==> run_1/registers.png <==
The bar under the picture is 20 microns long. Other sequential cells in the stronger gray, the rest of the logic in the fainter gray.
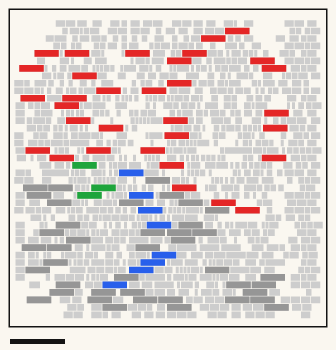
==> run_1/cell_classes.png <==
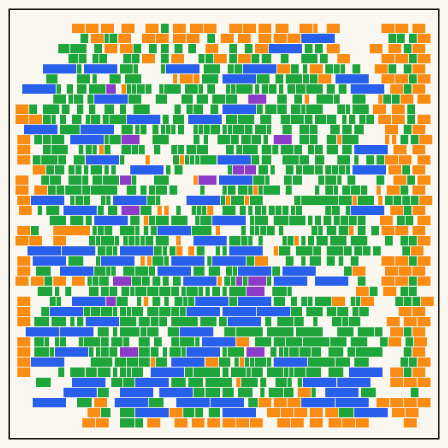
==> run_1/met3.png <==
The bar under the picture is 20 microns long.
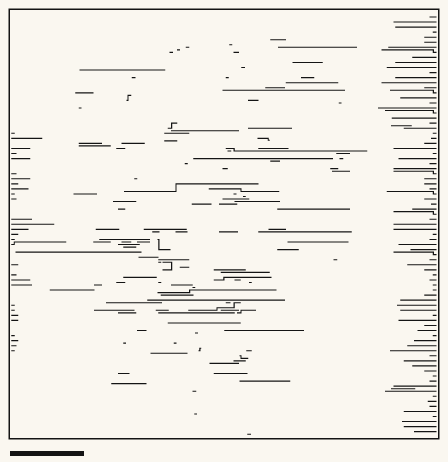
[src/rtl/pe_mac_sequencer_if.sv]
// Scratchpad read, multiplier and psum-output signals of one PE MAC sequencer.
// master = sequencer side, slave = spads / multiplier / psum consumer.
interface pe_mac_sequencer_if #(
  parameter int PIXEL_WIDTH = 16,
  parameter int ADDR_WIDTH  = 8
);
  localparam int PSUM_WIDTH = 2 * PIXEL_WIDTH;

  logic                          spad_rd_en;
  logic [ADDR_WIDTH-1:0]         ifmap_addr;
  logic [ADDR_WIDTH-1:0]         filt_addr;
  logic signed [PIXEL_WIDTH-1:0] ifmap_data;
  logic signed [PIXEL_WIDTH-1:0] filt_data;
  logic                          mul_enable;
  logic signed [PIXEL_WIDTH-1:0] mul_a;
  logic signed [PIXEL_WIDTH-1:0] mul_b;
  logic signed [PSUM_WIDTH-1:0]  mul_product;
  logic signed [PSUM_WIDTH-1:0]  psum_out;
  logic                          psum_valid;
  logic                          psum_ready;

  modport master (
    output spad_rd_en, ifmap_addr, filt_addr, mul_enable, mul_a, mul_b, psum_out, psum_valid,
    input  ifmap_data, filt_data, mul_product, psum_ready
  );

  modport slave (
    input  spad_rd_en, ifmap_addr, filt_addr, mul_enable, mul_a, mul_b, psum_out, psum_valid,
    output ifmap_data, filt_data, mul_product, psum_ready
  );
endinterface

[src/rtl/pe_mac_sequencer.sv]
// Sequences one PE job: N psums, each an L-tap dot product of ifmap and filter
// scratchpad reads, with zero-skip multiplies and a valid/ready psum output.
module pe_mac_sequencer #(
  parameter int PIXEL_WIDTH = 16,
  parameter int ADDR_WIDTH  = 8
) (
  input  logic                  clk,
  input  logic                  reset,
  input  logic                  start,
  input  logic [ADDR_WIDTH-1:0] filt_len,
  input  logic [ADDR_WIDTH-1:0] num_psums,
  input  logic [ADDR_WIDTH-1:0] ifmap_base,
  input  logic [ADDR_WIDTH-1:0] filt_base,
  output logic                  busy,
  output logic                  done,
  pe_mac_sequencer_if.master    bus
);
  localparam int PSUM_WIDTH = 2 * PIXEL_WIDTH;
  localparam logic [ADDR_WIDTH-1:0] ONE = ADDR_WIDTH'(1);

  typedef enum logic [2:0] {S_IDLE, S_RUN, S_FLUSH, S_OUT, S_DONE} state_t;

  state_t state, state_nxt;

  logic [ADDR_WIDTH-1:0]        len_q, num_q, ifmap_base_q, filt_base_q;
  logic [ADDR_WIDTH-1:0]        tap_q, psum_idx_q;
  logic signed [PSUM_WIDTH-1:0] acc_q;
  logic                         mul_stage_q;
  logic                         mul_en;

  wire last_tap  = (tap_q == len_q - ONE);
  wire last_psum = (psum_idx_q == num_q - ONE);
  wire cfg_empty = (filt_len == '0) || (num_psums == '0);

  // NOTE: sequential state uses non-blocking assignments so every register
  // samples pre-edge values; blocking here would create order-dependent races.
  always_ff @(posedge clk or posedge reset) begin
    if (reset) state <= S_IDLE;
    else       state <= state_nxt;
  end

  // NOTE: every signal assigned in an always_comb gets a default first, so no
  // path through the case leaves it unassigned and infers a latch.
  always_comb begin
    state_nxt = state;
    unique case (state)
      S_IDLE:  if (start) state_nxt = cfg_empty ? S_DONE : S_RUN;
      S_RUN:   if (last_tap) state_nxt = S_FLUSH;
      S_FLUSH: state_nxt = S_OUT;
      S_OUT:   if (bus.psum_ready) state_nxt = last_psum ? S_DONE : S_RUN;
      S_DONE:  state_nxt = S_IDLE;
      default: state_nxt = S_IDLE;
    endcase
  end

  // Read data returns one cycle after each RUN cycle; that cycle is the MUL stage.
  always_ff @(posedge clk or posedge reset) begin
    if (reset) begin
      len_q        <= '0;
      num_q        <= '0;
      ifmap_base_q <= '0;
      filt_base_q  <= '0;
      tap_q        <= '0;
      psum_idx_q   <= '0;
      acc_q        <= '0;
      mul_stage_q  <= 1'b0;
    end else begin
      mul_stage_q <= (state == S_RUN);
      if (mul_stage_q) acc_q <= acc_q + (mul_en ? bus.mul_product : '0);
      unique case (state)
        S_IDLE: if (start) begin
          len_q        <= filt_len;
          num_q        <= num_psums;
          ifmap_base_q <= ifmap_base;
          filt_base_q  <= filt_base;
          tap_q        <= '0;
          psum_idx_q   <= '0;
          acc_q        <= '0;
        end
        S_RUN: tap_q <= tap_q + ONE;
        S_OUT: if (bus.psum_ready && !last_psum) begin
          psum_idx_q <= psum_idx_q + ONE;
          tap_q      <= '0;
          acc_q      <= '0;
        end
        default: ;
      endcase
    end
  end

  // Zero operands skip the multiply; operands themselves pass straight through.
  assign mul_en = mul_stage_q && (bus.ifmap_data != '0) && (bus.filt_data != '0);

  always_comb begin
    busy           = (state != S_IDLE);
    done           = (state == S_DONE);
    bus.spad_rd_en = 1'b0;
    bus.ifmap_addr = '0;
    bus.filt_addr  = '0;
    bus.mul_enable = mul_en;
    bus.mul_a      = '0;
    bus.mul_b      = '0;
    bus.psum_valid = 1'b0;
    bus.psum_out   = '0;
    if (state == S_RUN) begin
      bus.spad_rd_en = 1'b1;
      bus.ifmap_addr = ifmap_base_q + psum_idx_q + tap_q;
      bus.filt_addr  = filt_base_q + tap_q;
    end
    if (mul_stage_q) begin
      bus.mul_a = bus.ifmap_data;
      bus.mul_b = bus.filt_data;
    end
    if (state == S_OUT) begin
      bus.psum_valid = 1'b1;
      bus.psum_out   = acc_q;
    end
  end
endmodule
[src/flat_wrapper.sv]
// flat-port wrapper written by rule: the top's interface ports become plain ports
module pe_mac_sequencer_flat 
#(
  parameter int PIXEL_WIDTH = 16,
  parameter int ADDR_WIDTH  = 8
)
  (clk, reset, start, filt_len, num_psums, ifmap_base, filt_base, busy, done, bus_spad_rd_en, bus_ifmap_addr, bus_filt_addr, bus_mul_enable, bus_mul_a, bus_mul_b, bus_psum_out, bus_psum_valid, bus_ifmap_data, bus_filt_data, bus_mul_product, bus_psum_ready);
  pe_mac_sequencer_if #(.PIXEL_WIDTH(PIXEL_WIDTH), .ADDR_WIDTH(ADDR_WIDTH)) bus_i ();
  input  logic clk;
  input  logic reset;
  input  logic start;
  input  logic [ADDR_WIDTH-1:0] filt_len;
  input  logic [ADDR_WIDTH-1:0] num_psums;
  input  logic [ADDR_WIDTH-1:0] ifmap_base;
  input  logic [ADDR_WIDTH-1:0] filt_base;
  output logic busy;
  output logic done;
  output wire logic [$bits(bus_i.spad_rd_en)-1:0] bus_spad_rd_en;
  output wire logic [$bits(bus_i.ifmap_addr)-1:0] bus_ifmap_addr;
  output wire logic [$bits(bus_i.filt_addr)-1:0] bus_filt_addr;
  output wire logic [$bits(bus_i.mul_enable)-1:0] bus_mul_enable;
  output wire logic [$bits(bus_i.mul_a)-1:0] bus_mul_a;
  output wire logic [$bits(bus_i.mul_b)-1:0] bus_mul_b;
  output wire logic [$bits(bus_i.psum_out)-1:0] bus_psum_out;
  output wire logic [$bits(bus_i.psum_valid)-1:0] bus_psum_valid;
  input wire logic [$bits(bus_i.ifmap_data)-1:0] bus_ifmap_data;
  input wire logic [$bits(bus_i.filt_data)-1:0] bus_filt_data;
  input wire logic [$bits(bus_i.mul_product)-1:0] bus_mul_product;
  input wire logic [$bits(bus_i.psum_ready)-1:0] bus_psum_ready;
  assign bus_spad_rd_en = bus_i.spad_rd_en;
  assign bus_ifmap_addr = bus_i.ifmap_addr;
  assign bus_filt_addr = bus_i.filt_addr;
  assign bus_mul_enable = bus_i.mul_enable;
  assign bus_mul_a = bus_i.mul_a;
  assign bus_mul_b = bus_i.mul_b;
  assign bus_psum_out = bus_i.psum_out;
  assign bus_psum_valid = bus_i.psum_valid;
  assign bus_i.ifmap_data = bus_ifmap_data;
  assign bus_i.filt_data = bus_filt_data;
  assign bus_i.mul_product = bus_mul_product;
  assign bus_i.psum_ready = bus_psum_ready;
  pe_mac_sequencer #(.PIXEL_WIDTH(PIXEL_WIDTH), .ADDR_WIDTH(ADDR_WIDTH)) u_core (.clk(clk), .reset(reset), .start(start), .filt_len(filt_len), .num_psums(num_psums), .ifmap_base(ifmap_base), .filt_base(filt_base), .busy(busy), .done(done), .bus(bus_i));
endmodule
[config.mk]
export PLATFORM = sky130hd
export DESIGN_NAME = pe_mac_sequencer_flat
export DESIGN_NICKNAME = d
export VERILOG_FILES = /design/src/rtl/pe_mac_sequencer_if.sv /design/src/rtl/pe_mac_sequencer.sv /design/src/flat_wrapper.sv
export SDC_FILE = /design/constraint.sdc
export NUM_CORES = 1
export LEC_CHECK = 0
export CAP_MARGIN = 25
export CORE_UTILIZATION = 55
export CTS_BUF_LIST = sky130_fd_sc_hd__clkbuf_8
export DETAILED_ROUTE_END_ITERATION = 6
export GPL_TIMING_DRIVEN = 0
export PLACE_DENSITY = 0.95
export SKIP_CTS_REPAIR_TIMING = 1
export SLEW_MARGIN = 10
export SYNTH_ARGS = -nofsm -noshare
export SYNTH_HDL_FRONTEND = slang
export SYNTH_SLANG_ARGS = --single-unit
[constraint.sdc]
create_clock -name clk -period 6.23 [get_ports clk]
set_clock_uncertainty 0.15 [all_clocks]
set_input_delay 0.623 -clock clk [delete_from_list [all_inputs] [get_ports clk]]
set_output_delay 0.623 -clock clk [all_outputs]
set_load 0.005 [all_outputs]
==> impl_metrics.ini, run 1 <==
; implementation run metrics
[cells_and_area]
layout_top_cells = clkdlybuf4s50_1, nor2_1, dfrtp_1
nNetsFinal = 1157
diodes = 0
comb_area_sq_mm = 0.00471
seq_area_sq_mm = 0.00210

[clock_tree]
root_buffer = clkbuf_8
clk_pin_slew_ns = 0.10
ctsLongestPathBuffers = 2
clock-sinks = 84

[route]
via_per_inst = 5.89
drc = 0

[logic_synthesis]
yosysChipArea_sq_mm = 0.00703
ys_cells = 803
netlist_logic_family_top = simple AND/OR/NAND/NOR gates
fp_nets = 961
async_flop_share_pct = 100
synthFlopType = dfrtp_1
top_area_share_pct = 29.9
synth_flops = 84
synth_cells = 803

[critical_path]
slowest_delay_ns = 0.54
cp_cell_sequence = clkdlybuf4s50_1 > nor4_1 > nand4_1 > and3_1 > clkbuf_1 > nand2_1 > inv_1 > ha_1 > a211o_1 > a21oi_1 > a211oi_1 > o21ai_1 > nand2_2 > o41ai_4 > mux2i_1 > mux2_4
path_delay_family = AND-OR/OR-AND gates
cp_slowest_cell = nor4_1

[floorplan]
fp_util_pct = 57.4

[run_status]
status = completed

[place]
io_buffers = 184
place.gp.congestion = 0.937

[sta]
whs_ns = 0.383
report.final.slew_viol_count = 0
fin_crit_sh_pct = 82.7

[hold_path]
hold_path_class = reg -> reg

[power_and_ir_drop]
clkPwrFrac_pct = 9.4
power.total_mw = 4.09

[flow_run]
maxCapViolCount = 0
About registers.png:
- green: u_core.state (flops 3)
- red: u_core.acc_q (flops 32)
- blue: u_core.psum_idx_q (flops 8)
- not colored: 41

About cell_classes.png:
- purple: clock drivers and dummy loads (cells 16; share of their area 2.0%)
- blue: flip-flops (cells 84; share of their area 23%)
- green: all other logic (cells 682; share of their area 53%)
- orange: other buffers and delay cells (cells 222; share of their area 22%)

About met3.png:
- share of all routed wire: 7.2%
- main direction: horizontal
- nets with wire on the layer: 183

-- run 1: metrics by stage --
stage | instance area, sq um | std cells | worst slack, ns
final | 9300 | 1172 | 1.08
after global routing | 9300 | 1172 | 0.951
after CTS | 9300 | 1172 | 1.15
after detailed placement | 9120 | 1156 | 0.769
after global placement | 9090 | 1155 | 0.799
after floorplan | 7030 | 803 | 2.26
-- run 1: routing by layer --
metal	up-vias	share of wire [%]	track usage, %
met4	0	3.7	16.5
met1	3256	41	39.8
li1	3261	-	-
met3	65	7.2	4.74
met5	-	0	0
met2	318	48	57.1
-- run 1: power groups by stage --
stage	clock network, mW	logic (mW)	registers [mW]
global route	0.412	2.94	1.04
CTS	0.384	2.67	1.00
finish	0.386	2.69	1.01
detailed placement	0	2.65	1.01
floorplan	0	1.72	0.930
global placement	0	2.56	0.996
-- run 1: final timing paths --
kind	cells after the start	endpoint	from	slack (ns)
worst max-delay path	16	u_core.acc_q[31]	bus_ifmap_data[10]	1.08
worst max register to register	13	u_core.acc_q[31]	u_core.mul_stage_q	1.84
worst min-delay path	1	u_core.filt_base_q[6]	u_core.filt_base_q[6]	0.38
min in group asynchronous	2	u_core.len_q[6]	reset	0.50
max in group asynchronous	3	u_core.acc_q[29]	reset	4.82
worst min register to register	1	u_core.filt_base_q[6]	u_core.filt_base_q[6]	0.38
-- run 1: state kept, by name, indices dropped and copies added (netlist names) --
register,count
u_core.acc_q,32
u_core.filt_base_q,8
u_core.ifmap_base_q,8
u_core.len_q,8
u_core.num_q,8
u_core.psum_idx_q,8
u_core.tap_q,8
u_core.state,3
u_core.mul_stage_q,1
-- run 1: layout make-up --
type	count	area share, %
inverter	22	0.915
clock buffer	10	1.48
multi-input combinational	660	50.6
tap	168	2.26
clock inverter	6	0.498
buffer	37	1.55
sequential	84	22.6
timing repair buffer	185	20.1
==> run_1/density.png <==
The die is cut into 12 by 12 equal tiles; white is low, dark blue is high, 0 to 100% covered.
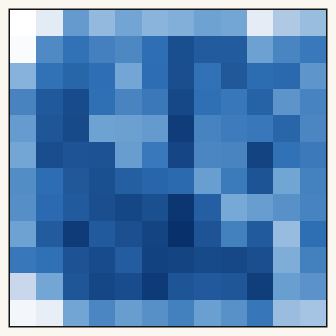

==> run 2, diff against run 1 <==
CORE_UTILIZATION = 46   (was 55)
PLACE_DENSITY = 0.85   (was 0.95)
clock period = 4.4 ns   (was 6.23 ns; I/O delays follow)
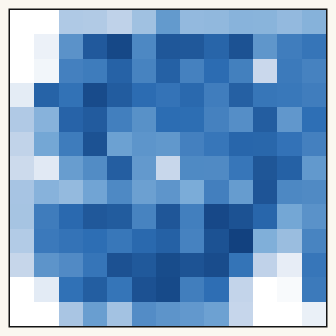
(run_2/density.png)
The die is cut into 13 by 13 equal tiles; white is low, dark blue is high, 0 to 100% covered.
- tiles over 75% full: 27%
- fullest tile: 93%
- nearly empty tiles: 5.9%

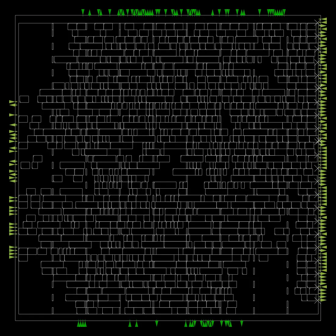
(run_2/final_placement.png)
Non-Filler Instances: 1188
flop share of the area: 22.3%
Final Core Density: 63.8%
layout sequential cell count: 84
TAP cells: 184

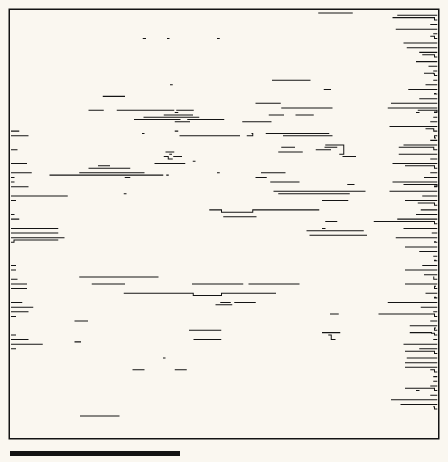
(run_2/met3.png)
The bar under the picture is 50 microns long.
Vias: 6762
met3 Resource Use GR: 4.76%

==> run 2 against run 1 <==
Net effect:
- the run now ends with DRC left
- critical path depth shrank 1
- final cell count grew 1.4%
- critical path type unchanged
- die size grew 19%
- synthesized cell count is the same
==> impl_metrics.ini, run 2 <==
; implementation run metrics
[place]
place_inst = 1172
placed_area_sq_mm = 0.00914
place_ws_ns = -0.663
io_buffers = 184

[critical_path]
path_delay_family = simple AND/OR/NAND/NOR gates
ff2ff_setup_slack_ns = 0.49
cp_slowest_cell = clkdlybuf4s50_1
cp_cell_sequence = clkdlybuf4s50_1 > nor4_1 > nand4_1 > and3_2 > buf_2 > and2_1 > ha_1 > a21oi_1 > o21ai_1 > or2_2 > o21ai_2 > nand2_2 > o41ai_4 > mux2i_1 > mux2_4

[sta]
fin_crit_sh_pct = 96.7
report.final.slew_viol_count = 0
whs_ns = 0.299
fin_ws_ns = 0.146

[power_and_ir_drop]
pg_comb_mw = 3.81
pg_seq_mw = 1.42
power.group.top = combinational logic
pg_clk_mw = 0.545
power.total_mw = 5.77

[logic_synthesis]
ys_cells = 803
async_flop_share_pct = 100
top_area_share_pct = 29.9
synth_cells = 803
synth_flops = 84
yosysChipArea_sq_mm = 0.00703

[cells_and_area]
regMostFlops = u_core.acc_q
nNetsFinal = 1157
layout_top_cells = clkdlybuf4s50_1, nor2_1, dfrtp_1
final_area_sq_mm = 0.00941

[run_status]
status = finished with violations
failed_checks = DRC

[global_routing]
grt_pass1_vias = 6607

[flow_run]
maxCapViolCount = 0

[clock_tree]
root_buffer = clkbuf_8
clock-sinks = 84
clk_pin_slew_ns = 0.09

[route]
via_per_inst = 5.69
drc = 24

[floorplan]
fp_util_pct = 47.7

[hold_path]
hold_path_class = in -> async
[run 2: cell counts after synthesis]
No cell type changed its count.
[run 2: cells by family after synthesis]
family,synth area share [%]
fa+ha+maj,11.4
simple gates,24.8
xor+xnor,7.84
compound gates,15.6
buf+inv,3.22
flops,29.9
mux,7.26
[run 2: layout make-up]
type	count	area (sq um)	area share (%)
multi-input cells	660	4800	51.0
flip-flops and latches	84	2100	22.3
repair buffers	185	1870	19.9
well taps	184	230	2.45
plain buffers	37	148	1.57
clock buffers	9	124	1.32
inverters	22	85.1	0.904
clock inverters	7	58.8	0.625
[run 2: routing by layer]
| metal | wire length (microns) | global-route usage (%) |
|---|---|---|
| met3 | 1340 | 4.76 |
| met1 | 9200 | 34.4 |
| met2 | 9840 | 45.4 |
| met5 | 0 | 0 |
| met4 | 465 | 9.11 |
[run 2: worst paths after layout]
path,startpoint,to,cells past startpoint
min in group clk,u_core.filt_base_q[2],u_core.filt_base_q[2],1
max in group asynchronous,reset,u_core.acc_q[26],3
worst min-delay path,reset,u_core.ifmap_base_q[0],2
worst max register to register,u_core.mul_stage_q,u_core.acc_q[18],14
worst min register to register,u_core.filt_base_q[2],u_core.filt_base_q[2],1
worst max-delay path,bus_ifmap_data[1],u_core.acc_q[31],15
[run 2: worst reg2reg max path, stage by stage (launching register included)]
cell and delay, ns:
dfrtp_1 0.50, and3_2 0.31, buf_2 0.25, and2_1 0.16, ha_1 0.20, inv_1 0.08
fa_1 0.41, nor2b_1 0.23, o211a_1 0.24, o2bb2ai_4 0.11, o31ai_4 0.36, a21o_1 0.24
a21oi_1 0.13, or3_1 0.33, a31oi_1 0.16
Power and IR drop assume default switching activity.
